--- config.mk ---
export PLATFORM = sky130hd
export DESIGN_NAME = clock_ctrl
export DESIGN_NICKNAME = d
export VERILOG_FILES = /design/src/rtl/clock_ctrl.sv
export SDC_FILE = /design/constraint.sdc
export NUM_CORES = 1
export LEC_CHECK = 0
export CAP_MARGIN = 20
export CELL_PAD_IN_SITES_DETAIL_PLACEMENT = 1
export CELL_PAD_IN_SITES_GLOBAL_PLACEMENT = 1
export CORE_ASPECT_RATIO = 1.25
export CORE_MARGIN = 1
export CORE_UTILIZATION = 44
export DETAILED_ROUTE_END_ITERATION = 8
export PLACE_DENSITY_LB_ADDON = 0.08
export SLEW_MARGIN = 20
export SYNTH_ARGS = -nofsm -noshare
export SYNTH_HDL_FRONTEND = slang
export SYNTH_SLANG_ARGS = --single-unit
export TNS_END_PERCENT = 50
--- constraint.sdc ---
create_clock -name clk -period 1.66 [get_ports clk]
set_input_delay 0.332 -clock clk [delete_from_list [all_inputs] [get_ports clk]]
set_output_delay 0.332 -clock clk [all_outputs]
set_load 0.03 [all_outputs]
--- src/rtl/clock_ctrl.sv ---
// Mode/time-set controller: debounced MODE/INC keys, RUN/SET_HOUR/SET_MIN FSM, counter enables and blink.
// Latency: raw key edge to press pulse and mode change 2+DB_CYCLES clk; enables are combinational from state.
// Backpressure: none; every tick, carry and key press is consumed in the cycle it appears.
module clock_ctrl #(
    parameter int DB_CYCLES     = 16,
    parameter int HOLD_CYCLES   = 64,
    parameter int REPEAT_CYCLES = 16,
    parameter int TIMEOUT_TICKS = 10
) (
    input  logic       clk,
    input  logic       rst,
    input  logic       tick_1hz,
    input  logic       key_mode,
    input  logic       key_inc,
    input  logic       sec_carry,
    input  logic       min_carry,
    output logic       sec_en,
    output logic       min_en,
    output logic       hour_en,
    output logic [1:0] mode,
    output logic       blink
);

    localparam int DW = $clog2(DB_CYCLES);
    localparam int HW = $clog2(HOLD_CYCLES);
    localparam int TW = $clog2(TIMEOUT_TICKS + 1);

    typedef enum logic [1:0] {
        RUN      = 2'd0,
        SET_HOUR = 2'd1,
        SET_MIN  = 2'd2
    } state_t;

    state_t        state;
    state_t        state_nxt;
    logic [1:0]    keys;
    logic [1:0]    level;
    logic [1:0]    rise;
    logic          inc_press;
    logic          inc_rpt;
    logic          inc_pulse;
    logic [HW-1:0] hold_cnt;
    logic [TW-1:0] to_cnt;
    logic          blink_q;

    assign keys = {key_inc, key_mode};

    // index 0 = MODE, index 1 = INC; rise is the cycle in which the stable level is about to go 0->1
    for (genvar g = 0; g < 2; g++) begin : g_key
        logic          s1;
        logic          s2;
        logic          lvl;
        logic [DW-1:0] cnt;

        assign level[g] = lvl;
        assign rise[g]  = s2 & ~lvl & (cnt == DW'(DB_CYCLES - 1));

        always_ff @(posedge clk or posedge rst) begin
            if (rst) begin
                s1  <= 1'b0;
                s2  <= 1'b0;
                lvl <= 1'b0;
                cnt <= '0;
            end else begin
                s1 <= keys[g];
                s2 <= s1;
                if (s2 != lvl) begin
                    if (cnt == DW'(DB_CYCLES - 1)) begin
                        lvl <= s2;
                        cnt <= '0;
                    end else begin
                        cnt <= cnt + 1'b1;
                    end
                end else begin
                    cnt <= '0;
                end
            end
        end
    end

    // an INC press landing with a MODE press is swallowed so it cannot hit the newly selected field
    always_ff @(posedge clk or posedge rst) begin
        if (rst) begin
            inc_press <= 1'b0;
            inc_rpt   <= 1'b0;
            hold_cnt  <= '0;
        end else begin
            inc_press <= rise[1] & ~rise[0];
            if (!level[1]) begin
                hold_cnt <= '0;
                inc_rpt  <= 1'b0;
            end else if (hold_cnt == HW'(HOLD_CYCLES - 1)) begin
                hold_cnt <= HW'(HOLD_CYCLES - REPEAT_CYCLES);
                inc_rpt  <= 1'b1;
            end else begin
                hold_cnt <= hold_cnt + 1'b1;
                inc_rpt  <= 1'b0;
            end
        end
    end

    assign inc_pulse = inc_press | inc_rpt;

    always_comb begin
        state_nxt = state;
        if (rise[0]) begin
            case (state)
                RUN:      state_nxt = SET_HOUR;
                SET_HOUR: state_nxt = SET_MIN;
                default:  state_nxt = RUN;
            endcase
        end else if (state != RUN && !inc_pulse && to_cnt == TW'(TIMEOUT_TICKS)) begin
            state_nxt = RUN;
        end
    end

    always_ff @(posedge clk or posedge rst) begin
        if (rst) begin
            state   <= RUN;
            to_cnt  <= '0;
            blink_q <= 1'b0;
        end else begin
            state <= state_nxt;
            if (state == RUN || rise[0] || inc_pulse) begin
                to_cnt <= '0;
            end else if (tick_1hz && to_cnt != TW'(TIMEOUT_TICKS)) begin
                to_cnt <= to_cnt + 1'b1;
            end
            if (state_nxt != state) begin
                blink_q <= (state_nxt != RUN);
            end else if (state != RUN && tick_1hz) begin
                blink_q <= ~blink_q;
            end
        end
    end

    always_comb begin
        sec_en  = 1'b0;
        min_en  = 1'b0;
        hour_en = 1'b0;
        case (state)
            RUN: begin
                sec_en  = tick_1hz;
                min_en  = sec_carry;
                hour_en = min_carry;
            end
            SET_HOUR: hour_en = inc_pulse;
            SET_MIN:  min_en  = inc_pulse;
            default: ;
        endcase
        if (rst) begin
            sec_en  = 1'b0;
            min_en  = 1'b0;
            hour_en = 1'b0;
        end
    end

    assign mode  = state;
    assign blink = (state != RUN) & (blink_q | inc_pulse);

endmodule

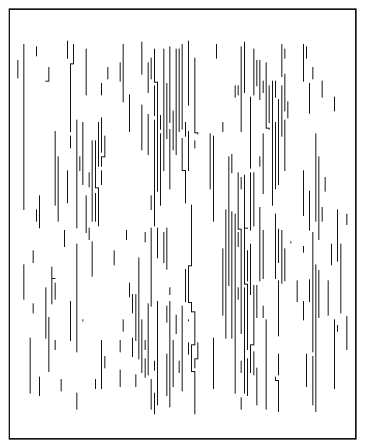
Fig. 1. Met2 routing.
main direction	vertical
nets with wire on the layer	144

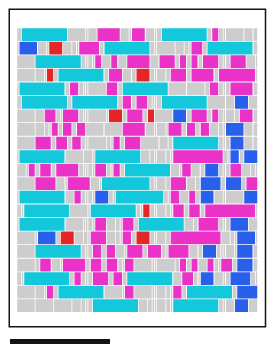
Fig. 2. Cells coloured by class.
The bar under the picture is 20 um long. Fill, decap, tap and diode cells in grey.
colour	class	cells	share of their area
blue	remaining buffers and delay cells	23	12%
red	clock drivers and dummy loads	8	3.0%
magenta	remaining logic cells	86	40%
cyan	sequential cells	29	45%

==> qor_table.md <==
| Step | Metric | Reported |
|:---|:---|:---|
| placed design | Last weighted congestion value of the routability-driven placer | 0.7046 |
| pwr | Peak supply drop | 0.5235 mV |
| final timing | Smallest setup slack after layout | -0.08744 ns |
| synth | EDFF count, synth | 0 |
| layout | Final-stage net count | 159 |
| global route | Global-route wire length before repair | 4685 um |
| status | Violations in the final reports | negative setup slack |
| status | Result of the run | finished with violations |
| critical path | Nature of the critical path startpoint | primary input |
| detailed routing | Violation count after the first detailed-route iteration | 22 |
| synth | Cell Area, Synth | 1328 um2 |
| placed design | Number of input and output port buffers inserted | 12 |
| die | Standard-cell rows | 21 |
| pwr | Switching portion of total power | 24.03% |
| hold path | Worst min path class | primary input to asynchronous set/reset pin |
| pwr | Int Power | 937.7 uW |
| synth | Gate Count Post-Synth | 115 |
| synth | Combinational family with the most area after synthesis | simple AND/OR/NAND/NOR gates |
| final timing | Final setup vio count | 2 |
| pwr | Power density over the cells | 735.7 nW/um2 |
| final timing | TNS Setup | -0.1619 ns |
| detailed routing | Highest metal layer with signal wires | met4 |
| global route | Global-route congestion overflow total | 0 |
| synth | Proportion of synthesized flip-flops having asynchronous set or reset | 100.0% |
| placed design | Placed Instance Area | 1584 um2 |
| placed design | Detailed placer's ending HPWL | 1901 um |
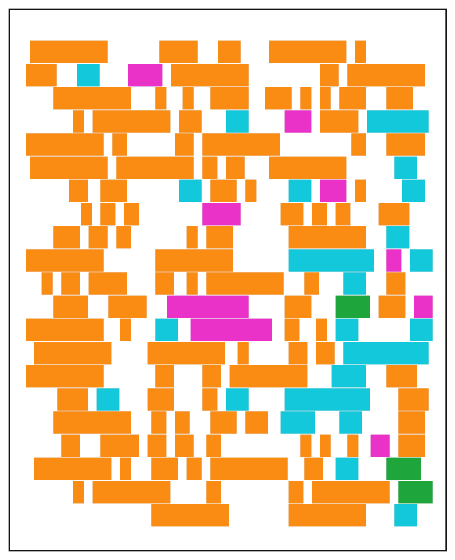
Fig. 3. Cells by drive strength.
colour	size	cells	share
cyan	x3 and x4	23	16%
magenta	x2	9	6.2%
green	x6 and larger	3	2.1%
orange	x1 and smaller	111	76%

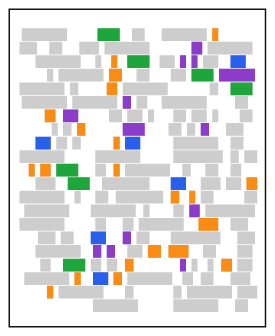
Fig. 4. Gate-type map.
colour	family	cells
blue	xor and xnor cells	6
green	fa/ha/maj cells	7
orange	nor cells	21
purple	nand cells	13
final non-filler cell total: 180
most common logic cell in the routed design: sky130_fd_sc_hd__dfrtp_1
logic share of the area: 37.58%

[metal layers]
metal / vias up / GRT usage (%)
met4: 0 / 7.292
met5: - / 0
li1: 470 / -
met3: 2 / 4.831
met2: 19 / 34.38
met1: 499 / 21.27
[cell usage in the layout, fill, tap and decap left out, types with 2 or more instances in the layout]
cell type                         instances
sky130_fd_sc_hd__a2111oi_4                2
sky130_fd_sc_hd__a21oi_1                  5
sky130_fd_sc_hd__a311oi_1                 2
sky130_fd_sc_hd__a31oi_1                  2
sky130_fd_sc_hd__and2_1                   2
sky130_fd_sc_hd__and3_1                   5
sky130_fd_sc_hd__buf_4                   11
sky130_fd_sc_hd__buf_6                    3
sky130_fd_sc_hd__clkbuf_1                 3
sky130_fd_sc_hd__clkbuf_4                 5
sky130_fd_sc_hd__clkdlybuf4s50_1          5
sky130_fd_sc_hd__dfrtp_1                 27
sky130_fd_sc_hd__dfrtp_2                  2
sky130_fd_sc_hd__dlygate4sd2_1            3
sky130_fd_sc_hd__ha_1                     7
sky130_fd_sc_hd__inv_1                    6
sky130_fd_sc_hd__nand2_1                  3
sky130_fd_sc_hd__nand3_1                  5
sky130_fd_sc_hd__nor2_1                   8
sky130_fd_sc_hd__nor2_2                   2
sky130_fd_sc_hd__nor2_4                   2
sky130_fd_sc_hd__nor2b_1                  3
sky130_fd_sc_hd__nor3_1                   4
sky130_fd_sc_hd__nor3b_1                  2
sky130_fd_sc_hd__o21ai_0                  3
sky130_fd_sc_hd__o22ai_1                  2
sky130_fd_sc_hd__xnor2_1                  4
sky130_fd_sc_hd__xor2_1                   2
[what timing repair did]
action,in CTS,in global routing
pin swaps,0,2
buffers inserted,0,3
gates resized,13,5
endpoints found under the setup margin,5,2
[power groups by stage]
stage	clock, uW	combinational (uW)	sequential [uW]
after global placement	0	93.8	751
after CTS	414	98.3	738
final	399	97.9	738
after global routing	440	110	741
after floorplan	0	55.3	748
after detailed placement	0	98.0	752
[flip-flops by register name, summed over array words and instances (netlist names)]
signal,flops
blink_q,1
g_key.cnt,8
g_key.lvl,2
g_key.s1,2
g_key.s2,2
hold_cnt,6
inc_press,1
inc_rpt,1
mode,2
to_cnt,4
[final cells by class]
type	count	share of cell area, %
sequential	29	43.40
multi-input combinational	79	37.58
timing repair buffer	23	11.78
clock buffer	8	2.908
tap	34	2.535
inverter	7	1.790
[critical path: stages]
cell                              delay [ns]
sky130_fd_sc_hd__clkdlybuf4s50_1        0.51
sky130_fd_sc_hd__nor2_4                 0.05
sky130_fd_sc_hd__a2111oi_4              0.34
sky130_fd_sc_hd__buf_6                  0.18
[worst paths after layout]
check,slack (ns),from,endpoint,depth (start not counted)
worst min register to register,0.36,g_key[0].s1,g_key[0].s2,0
worst min-delay path,0.27,rst,to_cnt[0],3
max in group asynchronous,1.10,rst,inc_rpt,3
worst max-delay path,-0.09,min_carry,hour_en,4
worst max register to register,0.22,g_key[1].cnt[0],g_key[1].lvl,4
min in group clk,0.36,g_key[0].s1,g_key[0].s2,0
Power and IR drop assume default switching activity.
